===== config.mk =====
export PLATFORM = sky130hd
export DESIGN_NAME = rom_sequenciador
export DESIGN_NICKNAME = d
export VERILOG_FILES = /design/src/rtl/rom_sequenciador.sv
export SDC_FILE = /design/constraint.sdc
export NUM_CORES = 1
export LEC_CHECK = 0
export ABC_AREA = 0
export CORE_AREA = 3 3 62 64
export DETAILED_ROUTE_END_ITERATION = 7
export DIE_AREA = 0 0 65 67
export PLACE_DENSITY = 0.83
export RECOVER_POWER = 50
export SYNTH_ARGS = -nofsm -noshare
export SYNTH_HDL_FRONTEND = slang
export SYNTH_SLANG_ARGS = --single-unit

===== constraint.sdc =====
create_clock -name clock -period 2.6 [get_ports clock]
set_input_delay 0.26 -clock clock [delete_from_list [all_inputs] [get_ports clock]]
set_output_delay 0.26 -clock clock [all_outputs]
set_load 0.05 [all_outputs]

===== src/rtl/rom_sequenciador.sv =====
// -----------------------------------------------------------------------------
// rom_sequenciador
// Sequencer for a small combinational program ROM. It walks the ROM from a
// programmable start address and hands each word to one consumer over a
// valid/ready handshake. A zero word (when STOP_ON_ZERO=1) or the last address
// ends the program; in cyclic mode both wrap back to the start address instead.
//
// Ports
//   clock        system clock, rising edge
//   resetn       asynchronous active-low reset
//   inicio       start request (only honoured while idle)
//   end_inicial  start address, latched with inicio
//   ciclico      cyclic playback, latched with inicio
//   parar        abort request, level-sampled while busy
//   endereco     registered ROM address
//   dado         ROM word, combinational from endereco
//   saida        registered word offered to the consumer
//   valido       saida holds a valid word
//   pronto       consumer accepts the word
//   ocupado      high whenever the sequencer is not idle
//   fim          one-cycle pulse on completion or abort
//   contagem     words transferred since the last accepted inicio
// -----------------------------------------------------------------------------
module rom_sequenciador #(
   parameter int   AW           = 5,
   parameter int   DW           = 8,
   parameter logic STOP_ON_ZERO = 1'b1
) (
   input  logic          clock,
   input  logic          resetn,
   input  logic          inicio,
   input  logic [AW-1:0] end_inicial,
   input  logic          ciclico,
   input  logic          parar,
   output logic [AW-1:0] endereco,
   input  logic [DW-1:0] dado,
   output logic [DW-1:0] saida,
   output logic          valido,
   input  logic          pronto,
   output logic          ocupado,
   output logic          fim,
   output logic [AW:0]   contagem
);

   localparam logic [1:0] REPOUSO  = 2'd0;
   localparam logic [1:0] LER      = 2'd1;
   localparam logic [1:0] ENTREGAR = 2'd2;
   localparam logic [1:0] FIM      = 2'd3;

   localparam logic [AW-1:0] PTR_LAST = '1;
   localparam logic [AW-1:0] PTR_ONE  = AW'(1);
   localparam logic [AW:0]   CNT_ONE  = (AW+1)'(1);

   logic [1:0]    state_q,    state_d;
   logic [AW-1:0] ptr_q,      ptr_d;
   logic [AW-1:0] base_q,     base_d;
   logic          modo_q,     modo_d;
   logic [DW-1:0] saida_q,    saida_d;
   logic          valido_q,   valido_d;
   logic [AW:0]   contagem_q, contagem_d;

   always_comb begin
      state_d    = state_q;
      ptr_d      = ptr_q;
      base_d     = base_q;
      modo_d     = modo_q;
      saida_d    = saida_q;
      valido_d   = valido_q;
      contagem_d = contagem_q;

      case (state_q)
         REPOUSO: begin
            if (inicio) begin
               ptr_d      = end_inicial;
               base_d     = end_inicial;
               modo_d     = ciclico;
               contagem_d = '0;
               state_d    = LER;
            end
         end

         LER: begin
            if (parar) begin
               state_d = FIM;
            end else if (STOP_ON_ZERO && (dado == '0)) begin
               // A zero at the start address always terminates, so a cyclic
               // program with no words cannot loop forever.
               if (modo_q && (ptr_q != base_q)) begin
                  ptr_d = base_q;
               end else begin
                  state_d = FIM;
               end
            end else begin
               saida_d  = dado;
               valido_d = 1'b1;
               state_d  = ENTREGAR;
            end
         end

         ENTREGAR: begin
            if (pronto) begin
               // The handshake completes even when parar arrives with it.
               contagem_d = contagem_q + CNT_ONE;
               valido_d   = 1'b0;
               if (parar) begin
                  state_d = FIM;
               end else if (ptr_q == PTR_LAST) begin
                  if (modo_q) begin
                     ptr_d   = base_q;
                     state_d = LER;
                  end else begin
                     state_d = FIM;
                  end
               end else begin
                  ptr_d   = ptr_q + PTR_ONE;
                  state_d = LER;
               end
            end else if (parar) begin
               valido_d = 1'b0;
               state_d  = FIM;
            end
         end

         FIM: begin
            valido_d = 1'b0;
            state_d  = REPOUSO;
         end

         default: begin
            valido_d = 1'b0;
            state_d  = REPOUSO;
         end
      endcase
   end

   always_ff @(posedge clock or negedge resetn) begin
      if (!resetn) begin
         state_q    <= REPOUSO;
         ptr_q      <= '0;
         base_q     <= '0;
         modo_q     <= 1'b0;
         saida_q    <= '0;
         valido_q   <= 1'b0;
         contagem_q <= '0;
      end else begin
         state_q    <= state_d;
         ptr_q      <= ptr_d;
         base_q     <= base_d;
         modo_q     <= modo_d;
         saida_q    <= saida_d;
         valido_q   <= valido_d;
         contagem_q <= contagem_d;
      end
   end

   assign endereco = ptr_q;
   assign saida    = saida_q;
   assign valido   = valido_q;
   assign contagem = contagem_q;
   assign ocupado  = (state_q != REPOUSO);
   assign fim      = (state_q == FIM);

endmodule


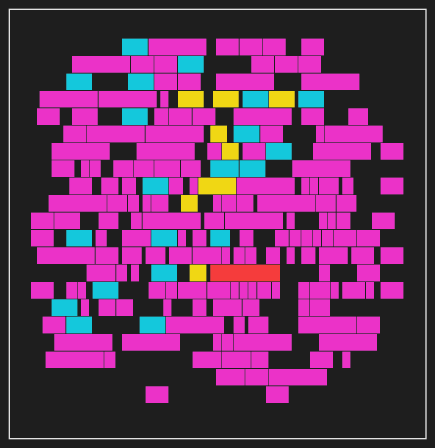
run_1/drive_strength.png
[drive 1 or less] magenta | cells: 164 | most used: clkdlybuf4s50_1
[drive 3 to 4] yellow | cells: 8 | most used: clkbuf_4
[drive 6 and up] red | cells: 1 | most used: bufinv_16
[drive 2] cyan | cells: 20 | most used: mux2_2
final setup margin: 199 ps
design area: 2130 um2
Layout area overhead: 31.0%
Non-clock buffers: 42

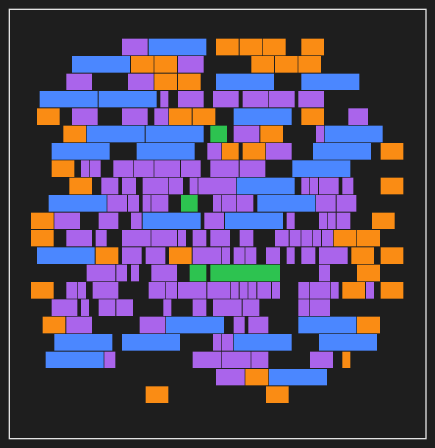
run_1/cell_classes.png
[all other logic] purple | cells: 119 | share of their area: 44%
[clock drivers and dummy loads] green | cells: 4 | share of their area: 2.5%
[other buffers and delay cells] orange | cells: 42 | share of their area: 20%
[flip-flops] blue | cells: 28 | share of their area: 34%

==> run notes, run 1 <==
impl run done, here's what came out: run status finished with violations, violated checks capacitance limit, slew limit, Antenna Cells 0, CP Capture Type flop, worst path buffer plus inverter count 0, HP Class flop to flop, CTS clock-pin slew for the worst setup and hold paths 160 ps, delay-heaviest family, CP adder cells, Dominant flop cell dfrtp_1, Vias/cell 5.45, Non-clk invs 5, total power 2960 uW, synthesized area 1620 um2, Unique cell types 35, Log Warnings 31, Async SR Flop Fraction 100%, ao+oa area frac 11.6%, drt wl/cell 15.1 um, NetSw 1420 uW, worst r2r src endereco[0], Setup Skew 7.52 ps, cell repeated most along the worst path ha_1, commonest cells in the netlist dfrtp_1, mux2_2, nor2_1, ha_1, yosys stat cell total 152, Logic area 887 um2, Combinational Power Share 61.9%, combinational cell power 1830 uW, Tapcell Cnt 46, simple share 14.7%, Max-area cell share 43.1%, Pins Over Slew Limit 29, largest net degree at the start of global routing 29, Starting DRT DRC Count 58, gate count of the mapped netlist 152, most common logic cells in the final layout clkdlybuf4s50_1, dfrtp_1, mux2_2, detailed-route DRC error count 0, clock latency on the worst-skew pair 340 ps, dominant logic cell type in the layout clkdlybuf4s50_1, Max-cap violations 1, DP HPWL 2750 um, Int Pwr 1540 uW, top-count cell post-synth dfrtp_1, mux share 15.2%, Yosys chip area 1620 um2, Flops after synth 28, Hold Vio Cnt, Final 0, Worst VDD drop 0.000825 V, Slew HR -1.55%, dpl ws 151 ps, min-delay src saida[6], vias in the first global route 1331, First-pass DRT Iterations 4, EDFF count, synth 0, Top power group combinational cells, Routed WL 3620 um, GRT overflow 0, crit start category flop, dpl cells 235, initial antenna violation count 0, Pleak 0.000882 uW, Cell Rows 21, CP max stage delay 470 ps, CP required 2850 ps, hold buffers post-CTS 0, CTS tree yes, buffering overhead 19.3%
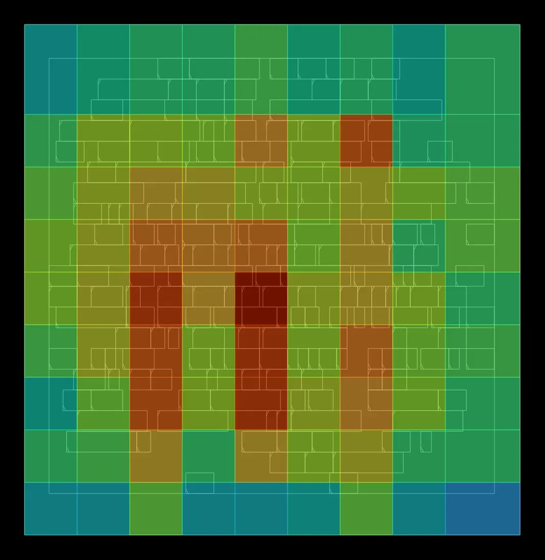
run_1/final_congestion.png
met2 global-route usage: 33.5%
all-layer global routing usage: 18.2%
M1 GR Usage: 22.0%
Final Util: 63.8%

==> run 1: state kept, by name (all words and copies together), names as in the netlist <==
name,count
contagem,6
endereco,5
modo_q,1
state_q,2
base_q,5
valido,1
saida,8
==> run 1: path summary, 6_finish.rpt <==
| path | to | depth (start not counted) | slack, ps |
|---|---|---|---|
| min in group asynchronous | valido | 2 | 810 |
| min | saida[6] | 1 | 520 |
| max in group asynchronous | contagem[3] | 2 | 910 |
| max | endereco[1] | 8 | 200 |
| min reg2reg | saida[6] | 1 | 520 |
| max reg2reg | endereco[1] | 8 | 200 |
==> run 1: routing by layer <==
layer	vias to the layer above	track usage (%)	part of all wire, %
met1	638	22.0	41
met4	0	4.75	1.2
met3	5	2.70	5.3
met2	37	33.5	52
li1	623	-	-
met5	-	0	0
==> inputs of run 2 (changes only) <==
--- a/config.mk
+++ b/config.mk
@@ -6,6 +6,7 @@
 export NUM_CORES = 1
 export LEC_CHECK = 0
 export ABC_AREA = 0
+export CAP_MARGIN = 10
 export CORE_AREA = 3 3 62 64
 export DETAILED_ROUTE_END_ITERATION = 7
 export DIE_AREA = 0 0 65 67
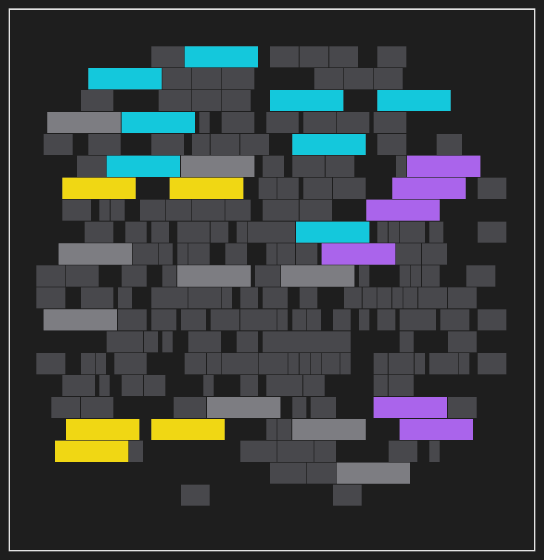
run_2/registers.png
Other sequential cells in the stronger gray, the rest of the logic in the fainter gray.
[`base_q`] yellow | placed flops: 5
[`contagem`] purple | placed flops: 6
[`saida`] cyan | placed flops: 8 | where: top center
not colored: 9
flop share of the area: 32.9%
Flop area: 701 um2
sequential power: 836 uW

==> run 2 against run 1 <==
  * Worst hold slack unchanged
  * Maximum frequency did not move
  * Wire length stayed put
  * Register-to-register slack hardly changed
  * Core utilization stayed put
  * The run still ends with capacitance limit, slew limit left
  * Largest power group unchanged
  * Clock power barely moved
  * Synthesized cell count unchanged
  * Sequential share of layout area unchanged
  * Flip-flop count unchanged
  * Combinational power about the same
==> run notes, run 2 <==
impl run done, here's what came out: Starting DRT DRC Count 58 (unchanged), dpl cells 235 (unchanged), Pleak 0.000882 uW (unchanged), violated checks capacitance limit, slew limit (unchanged), Yosys chip area 1620 um2 (unchanged), HP Class flop to flop (unchanged), EDFF count, synth 0 (unchanged), worst r2r src endereco[0] (unchanged), synthesized area 1620 um2 (unchanged), Flops after synth 28 (unchanged), delay-heaviest family, CP adder cells (unchanged), worst path buffer plus inverter count 0 (unchanged), DP HPWL 2750 um (unchanged), gate count of the mapped netlist 152 (unchanged), design area 2130 um2 (unchanged), Cell Rows 21 (unchanged), Levels on crit path 8 (unchanged), NetSw 1420 uW (unchanged), worst-case reg-to-reg path depth 8 (unchanged), Pins Over Slew Limit 29 (unchanged), Max-cap violations 1 (unchanged), buffering overhead 19.3% (unchanged), Non-clk invs 5 (unchanged), max reg flops 8 (unchanged), dominant logic cell type in the layout clkdlybuf4s50_1 (unchanged), total power 2960 uW (unchanged), Slew HR -1.55% (unchanged), Max-area cell share 43.1% (unchanged), Unique cell types 35 (unchanged), GRT overflow 0 (unchanged), run status finished with violations (unchanged), all-layer global routing usage 18.2% (unchanged), most common logic cells in the final layout clkdlybuf4s50_1, dfrtp_1, mux2_2 (unchanged), CP Capture Type flop (unchanged), min-delay src saida[6] (unchanged), WHS Endpoint saida[6] (unchanged), Non-clock buffers 42 (unchanged)
==> run 2: cell counts after synthesis <==
Identical to the previous run, type by type.
==> run 2: logic make-up (layout without fill, tap and decap cells) <==
logic type,after synthesis,in the layout,synth area share [%]
flops,28,28,43.1
buf+inv,10,51,2.47
simple gates,45,45,14.7
mux,22,22,15.2
fa+ha+maj,9,9,6.93
xor+xnor,11,11,5.93
compound gates,27,27,11.6
==> run 2: power groups by stage <==
stage | Combinational [uW] | Sequential [uW] | Clock [uW]
2_1_floorplan | 883 | 1260 | 0
3_3_place_gp | 1800 | 829 | 0
3_5_place_dp | 1850 | 843 | 0
4_1_cts | 1850 | 835 | 296
5_1_grt | 1970 | 863 | 321
6_report | 1830 | 836 | 291
==> inputs of run 3 (changes only) <==
--- a/config.mk
+++ b/config.mk
@@ -15,3 +15,4 @@
 export SYNTH_ARGS = -nofsm -noshare
 export SYNTH_HDL_FRONTEND = slang
 export SYNTH_SLANG_ARGS = --single-unit
+export TNS_END_PERCENT = 30
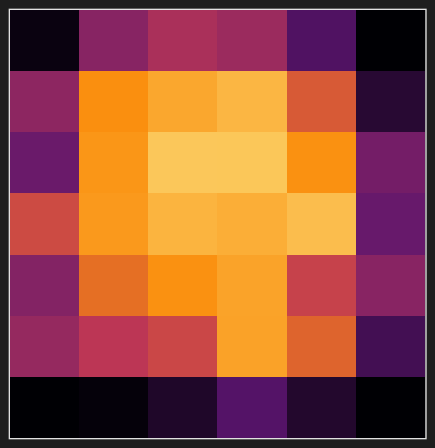
run_3/density.png
6 x 7 tiles, from black (low) to pale yellow (high), 0 to 100% covered.
nearly empty tiles: 9.5%
tiles over 75% full: 33%
mean over tiles: 48%
densest ninth of the die: center
fullest tile: 88%

==> run 3 against run 2 <==
  * The flow still finishes with violations (capacitance limit, slew limit)
  * Critical endpoint unchanged
  * Flip-flop count unchanged
  * Critical path type unchanged
  * Combinational power barely moved
  * Clock skew stayed put
  * First-iteration DRC count unchanged
==> run notes, run 3 <==
impl run done, here's what came out: run status finished with violations (unchanged), violated checks capacitance limit, slew limit (unchanged), worst-case reg-to-reg path depth 8 (unchanged), initial antenna violation count 0 (unchanged), met2 global-route usage 33.5% (unchanged), Max-cap violations 1 (unchanged), Seq share, synth 43.1% (unchanged), Pleak 0.000882 uW (unchanged), HP Class flop to flop (unchanged), highest routed metal layer met4 (unchanged), # setup viols final 0 (unchanged), CP Capture Type flop (unchanged), crit path capture endereco[1] (unchanged), Antenna Cells 0 (unchanged), Flop area 701 um2 (unchanged), total power 2960 uW (unchanged), Routed WL 3620 um (unchanged), vias in the first global route 1331 (unchanged), commonest cells in the netlist dfrtp_1, mux2_2, nor2_1, ha_1 (unchanged), Logic area 887 um2 (unchanged), Setup Skew 7.52 ps (unchanged), internal reg-to-reg setup slack 200 ps (about the same), wire length on met2 1890 um (unchanged), Worst VDD drop 0.000825 V (unchanged), max reg flops 8 (unchanged), M1 GR Usage 22.0% (unchanged), clock latency on the worst-skew pair 340 ps (about the same), DP HPWL 2750 um (unchanged), dpl cells 235 (unchanged), NetSw 1420 uW (unchanged), worst r2r src endereco[0] (unchanged), design area 2130 um2 (unchanged), largest net degree at the start of global routing 29 (unchanged), FF-to-FF End endereco[1] (unchanged), Starting DRT DRC Count 58 (unchanged), CP required 2850 ps (about the same), min-delay src saida[6] (unchanged), dpl ws 151 ps (unchanged), Unique cell types 35 (unchanged), adder and majority cell fraction of the synthesized area 6.93% (unchanged), mux share 15.2% (unchanged), Main logic family multiplexers (unchanged), all-layer global routing usage 18.2% (unchanged), Layout area overhead 31.0% (unchanged), CTS tree yes (unchanged), ao+oa area frac 11.6% (unchanged), EDFF count, synth 0 (unchanged), Async SR Flop Fraction 100% (unchanged), met1 WL 1500 um (unchanged), met3 WL 191 um (unchanged), clock network power 291 uW (about the same), Vias/cell 5.45 (unchanged), GRT overflow 0 (unchanged), xor/xnor share of the synthesized area 5.93% (unchanged), hold buffers post-CTS 0 (unchanged), Hold Path Cell Cnt 1 (unchanged), Yosys chip area 1620 um2 (unchanged), Log Warnings 31 (unchanged), Combinational Power Share 61.9% (about the same), Hold Vio Cnt, Final 0 (unchanged), crit start category flop (unchanged), M3 GR Usage 2.70% (unchanged), most common logic cells in the final layout clkdlybuf4s50_1, dfrtp_1, mux2_2 (unchanged), Top Usage Layer GRT met2 (unchanged), synthesized area 1620 um2 (unchanged), Slew HR -1.55% (unchanged), gate count of the mapped netlist 152 (unchanged), Max-area cell share 43.1% (unchanged), drt wl/cell 15.1 um (unchanged), First-pass DRT Iterations 4 (unchanged), sequential power 836 uW (about the same), Final Util 63.8% (unchanged), Pins Over Slew Limit 29 (unchanged), simple share 14.7% (unchanged), Top power group combinational cells (unchanged), detailed-route DRC error count 0 (unchanged), yosys stat cell total 152 (unchanged), clock root buffer clkbuf_4 (unchanged), Flops after synth 28 (unchanged)
[run 3: cell counts after synthesis]
No cell type changed its count.
[run 3: critical path: stages (launching register included)]
cell	delay (ps)
dfrtp_1	470
ha_1	260
and3_1	190
ha_1	280
nor2b_1	180
o21ai_2	190
nand4_2	140
o21ai_4	240
mux2_2	360
[run 3: final cells by class]
| cell class | count | area share (%) |
|---|---|---|
| Tap cell | 46 | 2.70 |
| Clock buffer | 3 | 1.06 |
| Multi-Input combinational cell | 114 | 41.7 |
| Clock inverter | 1 | 1.41 |
| Inverter | 5 | 0.882 |
| Sequential cell | 28 | 32.9 |
| Timing Repair Buffer | 42 | 19.3 |
[run 3: timing repair]
action                                  CTS  global route
resized                                   0             1
hold endpoints to repair                  0             0
endpoints found under the setup margin    0             3
Power and IR drop assume default switching activity.
